**src/rtl/seg7_scan_driver.sv**
```systemverilog
// Multiplexed common-cathode hex 7-segment driver: scans NDIG digits at a divided rate
// and shows one value snapshot per scan frame, so a frame never mixes two values.
module seg7_scan_driver #(
  parameter int BW       = 8,
  parameter int DIV      = 4,
  parameter int BLANK_LZ = 0
) (
  input  logic                  clk_i,
  input  logic                  nrst_i,
  input  logic                  en_i,
  input  logic [BW-1:0]         value_i,
  output logic [6:0]            seg_o,
  output logic [(BW+3)/4-1:0]   dig_o,
  output logic                  frame_o
);

  localparam int NDIG = (BW + 3) / 4;
  localparam int SW   = NDIG * 4;
  localparam int IW   = (NDIG > 1) ? $clog2(NDIG) : 1;
  localparam int DW   = (DIV > 1) ? $clog2(DIV) : 1;

  logic          en_q;
  logic [DW-1:0] div;
  logic [IW-1:0] idx;
  logic [SW-1:0] shadow;

  logic          last_div;
  logic          last_idx;
  logic [3:0]    nib;
  logic [SW-1:0] upper;
  logic          blank;

  function automatic logic [6:0] hex_to_seg(input logic [3:0] n);
    logic [6:0] s;
    case (n)
      4'h0: s = 7'h3F;
      4'h1: s = 7'h06;
      4'h2: s = 7'h5B;
      4'h3: s = 7'h4F;
      4'h4: s = 7'h66;
      4'h5: s = 7'h6D;
      4'h6: s = 7'h7D;
      4'h7: s = 7'h07;
      4'h8: s = 7'h7F;
      4'h9: s = 7'h6F;
      4'hA: s = 7'h77;
      4'hB: s = 7'h7C;
      4'hC: s = 7'h39;
      4'hD: s = 7'h5E;
      4'hE: s = 7'h79;
      default: s = 7'h71;
    endcase
    return s;
  endfunction

  assign last_div = (div == DW'(DIV - 1));
  assign last_idx = (idx == IW'(NDIG - 1));

  always_ff @(posedge clk_i or negedge nrst_i) begin
    if (!nrst_i) begin
      en_q   <= 1'b0;
      div    <= '0;
      idx    <= '0;
      shadow <= '0;
    end else begin
      en_q <= en_i;
      if (!en_q) begin
        // Idle: keep tracking the input so re-enable starts on a fresh value.
        div    <= '0;
        idx    <= '0;
        shadow <= SW'(value_i);
      end else if (last_div) begin
        div <= '0;
        if (last_idx) begin
          idx    <= '0;
          shadow <= SW'(value_i);
        end else begin
          idx <= idx + IW'(1);
        end
      end else begin
        div <= div + DW'(1);
      end
    end
  end

  // Outputs depend only on registers; en_q gating also covers async reset.
  always_comb begin
    nib     = 4'(shadow >> (4 * idx));
    upper   = shadow >> (4 * idx);
    blank   = (BLANK_LZ != 0) && (idx != '0) && (upper == '0);
    seg_o   = (en_q && !blank) ? hex_to_seg(nib) : 7'h00;
    dig_o   = en_q ? (NDIG'(1) << idx) : '0;
    frame_o = en_q && last_div && last_idx;
  end

endmodule
```
**config.mk**
```make
export PLATFORM = sky130hd
export DESIGN_NAME = seg7_scan_driver
export DESIGN_NICKNAME = d
export VERILOG_FILES = /design/src/rtl/seg7_scan_driver.sv
export SDC_FILE = /design/constraint.sdc
export NUM_CORES = 1
export LEC_CHECK = 0
export ABC_AREA = 1
export CAP_MARGIN = 20
export CORE_UTILIZATION = 49
export CTS_CLUSTER_DIAMETER = 40
export DETAILED_ROUTE_END_ITERATION = 10
export PLACE_DENSITY = 0.78
export SYNTH_ARGS = -nofsm -noshare
export SYNTH_HDL_FRONTEND = slang
export SYNTH_SLANG_ARGS = --single-unit
```
**constraint.sdc**
```tcl
create_clock -name clk_i -period 2.3 [get_ports clk_i]
set_clock_uncertainty 0.15 [all_clocks]
set_input_delay 0.46 -clock clk_i [delete_from_list [all_inputs] [get_ports clk_i]]
set_output_delay 0.46 -clock clk_i [all_outputs]
set_load 0.01 [all_outputs]
```
### Metal 1, run 1

Bar = 10 um.
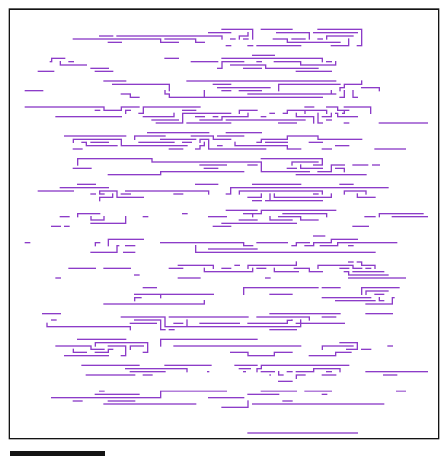
share of all routed wire = 42%
longest straight run = 18.9 um
main direction = horizontal
wire length on this layer = 1120 um
nets with wire on the layer = 154

### The metal 2 layer, run 1

Bar = 10 um. Cells faint in the background.
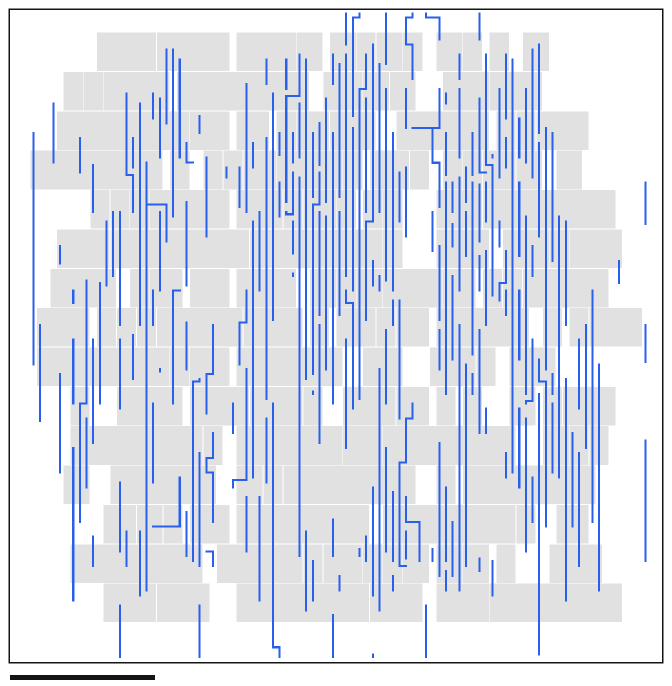
wire length on this layer = 1350 um
nets with wire on the layer = 144
share of all routed wire = 51%

### Met3 routing, run 1

Bar = 10 um. Cells faint in the background.
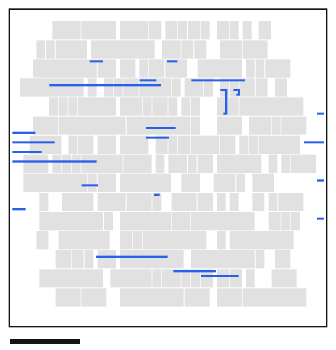
share of all routed wire = 3.6%
nets with wire on the layer = 18
longest straight run = 15.6 um

==> run 1: cells in the final DEF (no fill, tap or decap) <==
cell type and count:
o21ai_0 8, ha_4 4, nand2_2 10, nand2_8 2, o21ai_2 3, clkbuf_8 1
nand3_1 1, inv_6 1, dfrtp_2 1, nand2_1 26, a21oi_2 3, nand3_2 4
o21ai_1 1, buf_4 7, buf_2 7, inv_2 3, nor2_1 12, buf_12 1
dfrtp_1 11, buf_6 4, ha_1 2, a21oi_1 2, dlymetal6s2s_1 2, clkdlybuf4s50_1 11
nor2_2 1, inv_1 13, clkbuf_4 3, ha_2 1, nand3_4 2, nand2_4 2
o21ai_4 3
==> run 1: final cells by class <==
type,count,area [um2]
inverters,17,68.82
clock buffers,4,36.28
well taps,25,31.28
multi-input cells,87,650.6
flip-flops and latches,12,301.5
fillers,124,350.3
repair buffers,32,287.8
==> run 1: synth_stat cells (all sizes together) <==
cell    n  area (um2)
nand2  40       190.2
inv    17       63.81
o21ai  15       101.3
nor2   13       48.80
dfrtp  12       300.3
ha      7       87.58
nand3   7       40.04
a21oi   5       28.78
buf     4       47.54
==> run 1: state kept, by name, indices dropped and copies added, names as in the netlist <==
| name | cells |
|---|---|
| div | 2 |
| en_q | 1 |
| shadow | 8 |
| idx | 1 |
==> run 1: stage by stage <==
step | hold slack (ns) | utilization, % | TNS [ns] | cells
floorplan | 0.01441 | - | 0 | 120
global placement | 0.2694 | 66.59 | -0.8664 | 167
detailed placement | 0.2793 | 66.59 | -1.124 | 167
CTS | 0.2888 | 75.94 | -0.1626 | 175
global route | 0.3158 | 79.71 | -1.394 | 177
finish | 0.2897 | 79.71 | -0.7520 | 177
==> run 1: logic make-up after synthesis <==
kind of cell    after synthesis
simple gates                 60
buf+inv                      21
compound gates               20
flops                        12
fa+ha+maj                     7
==> run 1: routing by layer <==
metal | vias up | wire, um | part of all wire [%]
met5 | - | 0 | 0
li1 | 441 | - | -
met3 | 9 | 94 | 3.6
met1 | 427 | 1119 | 42
met4 | 0 | 76 | 2.9
met2 | 29 | 1348 | 51
==> run 1: how the worst min path moves through the flow <==
| stage | startpoint | to | slack (ns) | depth (start not counted) |
|---|---|---|---|---|
| after global placement | div[0] | div[0] | 0.27 | 1 |
| after floorplan | nrst_i | div[0] | 0.01 | 0 |
| after global routing | div[0] | div[0] | 0.32 | 1 |
| after detailed placement | div[0] | div[0] | 0.28 | 1 |
| final | div[0] | div[0] | 0.29 | 1 |
| after CTS | div[0] | div[0] | 0.29 | 1 |
==> run 1: what timing repair did <==
action,4_1_cts,5_1_grt
pin swaps,13,15
resized,51,19
endpoints found under the setup margin,8,9
hold endpoints to repair,0,0
buffers inserted,4,3
==> run 1: power breakdown <==
| part | internal, W | leakage [nW] | switching (W) | total, W |
|---|---|---|---|---|
| clock network | 0.0000966 | 0.0210 | 0.0000851 | 0.000182 |
| logic | 0.000145 | 0.506 | 0.000190 | 0.000335 |
| registers | 0.000229 | 0.147 | 0.0000129 | 0.000241 |
| total | 0.000470 | 0.674 | 0.000288 | 0.000758 |
==> CHANGELOG.md, run 1 <==
### Changed

- TritonCTS Buffers: 3
- Measured slew at the worst slew-check pin: 0.5526 ns
- GR Overflow Total: 0
- Max-slew headroom: 63.04%
- Cell family with most CP delay: simple AND/OR/NAND/NOR gates
- Worst r2r dst: shadow[1]
- Req. time, crit path: 1.69 ns
- All-layer global routing usage: 27.02%
- Core box area: 1727 um2
- Clock sink count: 12
- DR iter-0 viols: 15
- Met2 usage: 46.96%
- Status: finished, violations left
- Final WS setup: -0.1498 ns
- R2R Setup Slk: 0.80 ns
- Hold Crit Class: reg2reg
- Tool warning count: 33
- CTS tree: done
- Multiplexer share: 0%
- Final #Nets: 171
- Routed wire per std cell: 14.90 um
- Failing checks: setup timing
- Most used cell, CP: nand2_8
- Worst R2R Path Depth: 6
- Vias in the first global route: 913
- Buffers added on ports: 20
- Distinct lib cells used: 18
- GRT met3 Usage: 4.800%
- Detail Route Antenna Nets: 0
- Placed inst area: 1150 um2
- Critical-path top delay cell: dfrtp_1
- Slew Viols, Final: 0
- Setup violations, final: 7
- Fmax achieved: 0.4082 GHz
- YS chip area: 908.4 um2
- Max_cap viols: 0
- Core Util at FP: 52.61%
- Cell Rows: 15
- Global-route wire length before repair: 3884 um
- Post-DP HPWL: 1449 um
- Mapped Area: 908.4 um2
- Crit path to: seg_o[3]
- Root buffer cell: clkbuf_4
- Reg-to-Reg Start: idx
- GR Layer Usage met1: 31.55%
- Number of hold buffers added after CTS: 0
- Syn Nets: 138
- RePlAce Congestion: 0.8310
--- run 2 (diff from run 1) ---
--- a/config.mk
+++ b/config.mk
@@ -7,10 +7,11 @@
 export LEC_CHECK = 0
 export ABC_AREA = 1
 export CAP_MARGIN = 20
-export CORE_UTILIZATION = 49
+export CORE_UTILIZATION = 50
+export CTS_BUF_LIST = sky130_fd_sc_hd__clkbuf_4
 export CTS_CLUSTER_DIAMETER = 40
 export DETAILED_ROUTE_END_ITERATION = 10
-export PLACE_DENSITY = 0.78
+export PLACE_DENSITY = 0.8
 export SYNTH_ARGS = -nofsm -noshare
 export SYNTH_HDL_FRONTEND = slang
 export SYNTH_SLANG_ARGS = --single-unit
### Placement density heat map, run 2

9 x 9 tiles, from white (low) to dark blue (high), 0 to 100% covered.
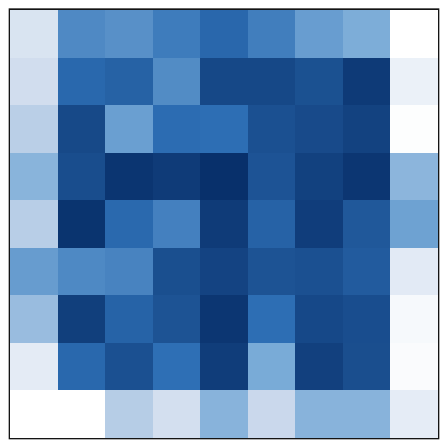
nearly empty tiles = 4.9%
tiles over 75% full = 52%
fullest tile = 100%
mean over tiles = 64%
densest ninth of the die = centre

### Met3 routing, run 2

Bar = 10 um. Cells faint in the background.
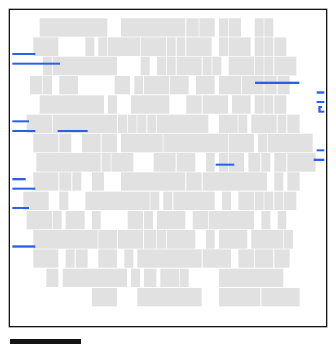
main direction = horizontal
longest straight run = 6.40 um
wire length on this layer = 41.3 um
nets with wire on the layer = 15
share of all routed wire = 2.1%

==> run 2 against run 1 <==
  * The run still ends with setup timing left
  * Count of clock-buffer cells in the layout shrank 1
  * First-iteration DRC count fell by 27%
  * Critical path depth decreased by 1
  * Combinational power shrank about 10%
  * Cell count shrank 1.1%
  * Non-clock buffer count decreased by 1
  * Flip-flop count is the same
  * Largest cell class unchanged
==> CHANGELOG.md, run 2 <==
### Changed

- Status: finished, violations left
- Failing checks: setup timing
- Final WS setup: -0.03537 ns
- Flip-flop count of the largest register after layout: 8
- Syn Nets: 138
- GR Overflow Total: 0
- Ys async rst share: 100.0%
- Most common logic cell in the routed design: nand2_1
- Yosys top cell area share: 33.06%
- Final core utilization: 76.48%
- Setup_tns: -0.06360 ns
- Core Util at FP: 53.19%
- CTS tree: done
- Global-route wire length before repair: 3036 um
- Reg-to-Reg Start: idx
- All-layer global routing usage: 21.05%
- Top Registers: shadow: 8 flops, div: 2 flops
- Detail Route Antenna Nets: 0
- YS chip area: 908.4 um2
- Clock Pin Slew Worst Setup and Hold Paths: 0.07 ns
- Max_cap viols: 0
- Final period util: 101.5%
- Core box area: 1708 um2
- RePlAce Congestion: 0.8883
- Critical-path top delay cell: dfrtp_1
- R2R Setup Slk: 0.97 ns
- Most frequent cells in the layout: 26 x nand2_1, 15 x inv_1, 13 x nor2_1, 13 x clkdlybuf4s50_1, 11 x dfrtp_1
- Biggest area cells: dfrtp_1 33%, nand2_1 12%, ha_1 9.6%, inv_1 7.0%, nor2_1 5.4%
- Max-slew headroom: 64.07%
- Post-DP HPWL: 1353 um
- Fmax achieved: 0.4282 GHz
- Cell Rows: 15
- Worst R2R Path Depth: 5
- Top post-synthesis cells by count: 30 x nand2_1, 17 x inv_1, 13 x nor2_1
- Vias in the first global route: 732
- Worst r2r dst: shadow[7]
- Startpoint of the worst hold path: div[0]
- Max Fanout on Critical Path: 6
- Setup violations, final: 3
- Top reg by flops: shadow
- Number of enable flip-flop cells: 0
- TritonCTS Buffers: 3
- Root buffer cell: clkbuf_4
- Synth area leader: dfrtp_1
- Hold Crit Class: reg2reg
- Slew Viols, Final: 0
- Hold EP: div[0]
- Hold WS: 0.2873 ns
- Clock sink count: 12
- Hold path depth: 1
- Tool warning count: 33
- Mapped Area: 908.4 um2
- Req. time, crit path: 1.69 ns
- Cell family with most CP delay: buffers and inverters
[run 2: cell counts after synthesis]
Identical to the previous run, type by type.
[run 2: per-stage QoR]
| stage | std cells | setup slack (ns) | instance area [um2] |
|---|---|---|---|
| after CTS | 174 | -0.03240 | 1225 |
| final | 175 | -0.03537 | 1306 |
| after detailed placement | 168 | -0.1753 | 1145 |
| after global placement | 168 | -0.1257 | 1145 |
| after floorplan | 120 | 0.2753 | 908.4 |
| after global routing | 175 | -0.08870 | 1306 |
[run 2: timing repair]
| action | in CTS | in global routing |
|---|---|---|
| hold buffers | 0 | 0 |
| hold endpoints to repair | 0 | 0 |
| resized | 42 | 18 |
| setup endpoints to repair | 7 | 9 |
| setup buffers | 3 | 1 |
| pin swaps | 5 | 11 |
[run 2: area by class of cell]
cell class | count | area [um2]
repair buffers | 31 | 255.2
inverters | 17 | 66.31
flip-flops and latches | 12 | 301.5
clock buffers | 3 | 22.52
fillers | 120 | 401.6
well taps | 25 | 31.28
multi-input cells | 87 | 629.4
[run 2: worst max-delay path by stage]
stage                     from       end  slack (ns)  depth (start not counted)
after floorplan            idx  seg_o[3]        0.28                          9
after CTS                  idx  seg_o[3]       -0.03                          9
after global placement     idx  seg_o[3]       -0.13                          9
after detailed placement   idx  seg_o[0]       -0.18                         10
final                      idx  seg_o[0]       -0.04                          8
after global routing       idx  seg_o[0]       -0.09                          8
[run 2: logic make-up (layout without fill, tap and decap cells)]
group                    count (synthesis)  count (layout)  share of synthesized area (%)
buffers and inverters                   21              51                          12.26
adder cells (fa/ha/maj)                  7               7                          9.641
AND/OR/NAND/NOR                         60              60                          30.72
flip-flops                              12              12                          33.06
AND-OR/OR-AND                           20              20                          14.32
[run 2: power breakdown]
group | internal [W] | switching [W]
clock | 0.0000604 | 0.0000616
sequential | 0.000229 | 0.0000111
combinational | 0.000134 | 0.000167
total | 0.000423 | 0.000240
[run 2: per-layer routing]
metal	part of all wire [%]	vias up	global-route usage, %
li1	-	435	-
met1	44	400	25.45
met2	53	17	37.06
met3	2.0	2	1.633
met4	0.45	0	10.91
met5	0	-	0
--- run 3 (diff from run 2) ---
--- a/config.mk
+++ b/config.mk
@@ -6,12 +6,13 @@
 export NUM_CORES = 1
 export LEC_CHECK = 0
 export ABC_AREA = 1
+export ABC_CLOCK_PERIOD_IN_PS = 2300
 export CAP_MARGIN = 20
 export CORE_UTILIZATION = 50
 export CTS_BUF_LIST = sky130_fd_sc_hd__clkbuf_4
 export CTS_CLUSTER_DIAMETER = 40
 export DETAILED_ROUTE_END_ITERATION = 10
-export PLACE_DENSITY = 0.8
+export PLACE_DENSITY = 0.83
 export SYNTH_ARGS = -nofsm -noshare
 export SYNTH_HDL_FRONTEND = slang
 export SYNTH_SLANG_ARGS = --single-unit
### The metal 2 layer, run 3

Bar = 10 um. Cells faint in the background.
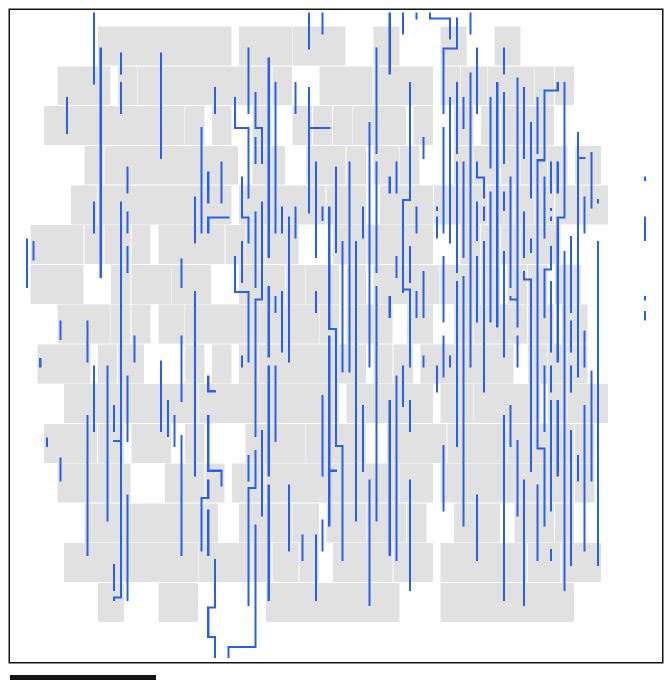
nets with wire on the layer = 142
main direction = vertical
share of all routed wire = 55%
wire length on this layer = 1100 um
longest straight run = 27.0 um

### Met3 routing, run 3

Bar = 10 um. Cells faint in the background.
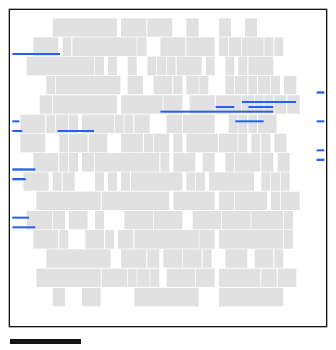
share of all routed wire = 2.9%
main direction = horizontal

==> run 3 against run 2 <==
  * Combinational power is 4% lower
  * Die size is the same
  * Design area decreased by 0.38%
  * Highest routed layer unchanged
  * Setup slack gained 0.0045 ns
  * The flow still finishes with violations (setup timing)
  * Area after synthesis unchanged
==> CHANGELOG.md, run 3 <==
### Changed

- Status: finished, violations left
- Failing checks: setup timing
- Tool warning count: 33
- Req. time, crit path: 1.69 ns
- Placed inst area: 1167 um2
- Distinct lib cells used: 18
- Root buffer cell: clkbuf_4
- Number of hold buffers added after CTS: 0
- Core box area: 1708 um2
- Ys async rst share: 100.0%
- Detail Route Antenna Nets: 0
- TritonCTS Buffers: 3
- Hold Crit Class: reg2reg
- Footprint of the multi-input gates: 580.6 um2
- GR Overflow Total: 0
- Measured slew at the worst slew-check pin: 0.5238 ns
- Slew Viols, Final: 0
- Most frequent cells in the layout: 29 x nand2_1, 14 x inv_1, 13 x nor2_1, 13 x clkdlybuf4s50_1, 12 x buf_4
- Vias in the first global route: 838
- Biggest area cells: dfrtp_1 33%, nand2_1 12%, ha_1 9.6%, inv_1 7.0%, nor2_1 5.4%
- Synth area leader: dfrtp_1
- Final #Nets: 174
- Max Fanout on Critical Path: 6
- Clock sink count: 12
- Mapped Area: 908.4 um2
- Core Util at FP: 53.19%
- Logic pwr share: 44.1%
- Commonest flop: dfrtp_1
- YS chip area: 908.4 um2
- Routed wire per std cell: 11.09 um
- Max_cap viols: 0
- CTS tree: done
- Flip-flop count of the largest register after layout: 8
- DR iter-0 viols: 27
- Global-route wire length before repair: 3443 um
- Buffers added on ports: 20
- Non-filler cells, final: 180
- Post-DP HPWL: 1479 um
- Count leader, synth: nand2_1
- Final period util: 101.3%
- All-layer global routing usage: 23.36%
- Top post-synthesis cells by count: 30 x nand2_1, 17 x inv_1, 13 x nor2_1
- Sequential Power Share: 37.2%
- Most common logic cell in the routed design: nand2_1
- Setup violations, final: 3
- Reg area: 302.8 um2
- RePlAce Congestion: 0.9405
- Final WS setup: -0.03089 ns
- Top reg by flops: shadow
- Number of enable flip-flop cells: 0
- Fillers: 117
- Sw Share: 35.20%
- Placed insts: 171
- Cell Rows: 15
run 3: path summary, 6_finish.rpt:
path	slack [ns]	startpoint	depth (start not counted)	endpoint
max reg2reg	0.94	idx	5	shadow[2]
max	-0.03	idx	9	seg_o[3]
min reg2reg	0.30	div[0]	1	div[0]
max in group asynchronous	1.22	nrst_i	1	en_q
min in group asynchronous	0.39	nrst_i	1	shadow[6]
min	0.30	div[0]	1	div[0]
run 3: layer usage:
layer	vias up	share of wire [%]	wire length, um	GRT usage [%]
li1	441	-	-	-
met1	411	41	825	29.12
met2	23	55	1102	41.76
met3	2	2.9	57	1.224
met4	0	0.50	10	9.697
met5	-	0	0	0
run 3: per-stage QoR:
| stage | hold WS (ns) | util, % | TNS (ns) |
|---|---|---|---|
| 3_3_place_gp | 0.2709 | 68.35 | -0.7145 |
| 3_5_place_dp | 0.2899 | 68.35 | -1.071 |
| 5_1_grt | 0.3209 | 76.19 | -0.5401 |
| 4_1_cts | 0.2996 | 73.26 | -0.05344 |
| 6_report | 0.3008 | 76.19 | -0.05113 |
| 2_1_floorplan | 0.01441 | - | 0 |
run 3: cells by family after synthesis:
family | synth area share, %
DFF | 33.06
adders and majority gates | 9.641
AOI/OAI and AO/OA | 14.32
and+or+nand+nor | 30.72
buffers and inverters | 12.26
run 3: timing repair:
item / CTS / global route
buffers inserted: 1 / 4
setup endpoints to repair: 7 / 9
pin swaps: 9 / 1
resized: 48 / 6
run 3: final cells by class:
| class | count | area share, % |
|---|---|---|
| clock inverters | 1 | 0.2885 |
| repair buffers | 35 | 22.21 |
| clock buffers | 3 | 1.731 |
| multi-input cells | 87 | 44.62 |
| flip-flops and latches | 12 | 23.27 |
| inverters | 17 | 5.481 |
| well taps | 25 | 2.404 |
run 3: power groups by stage:
stage,registers [W],logic [W],clock network [W]
after detailed placement,0.000245,0.000247,0
after floorplan,0.000240,0.000153,0
after CTS,0.000242,0.000264,0.000129
final,0.000243,0.000288,0.000122
after global placement,0.000243,0.000237,0
after global routing,0.000245,0.000318,0.000138
run 3: worst max-delay path, cell delays in order, from the launching register on:
cell and delay [ns]:
dfrtp_2 0.44, buf_6 0.13, nand2_4 0.08, nand2_8 0.08
ha_1 0.29, nand3_2 0.08, nand3_1 0.08, nand2_1 0.05
nor2_1 0.08, buf_2 0.13

==> screenshots <==
Congestion heat map.
Plate I
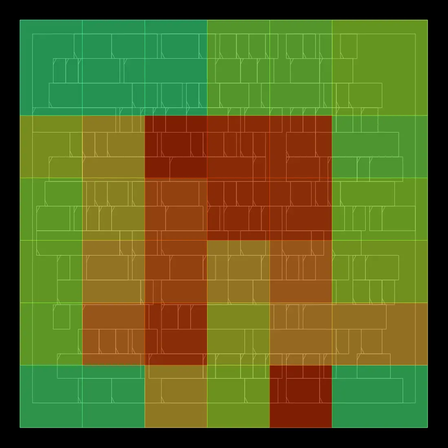
Plate II
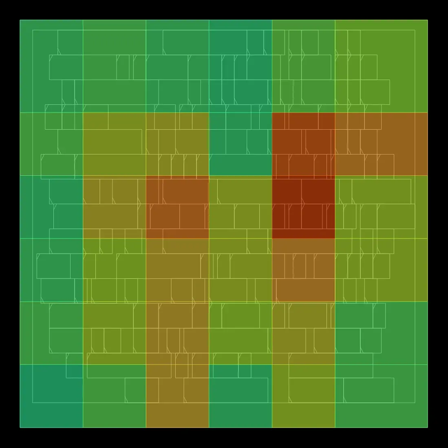
Plate I is run 1.
Plate II is run 2.
Of these, most wire per cell: Plate I
Of these, highest track usage: Plate I

Power figures rest on the tool's default switching activity, not on a simulated workload.
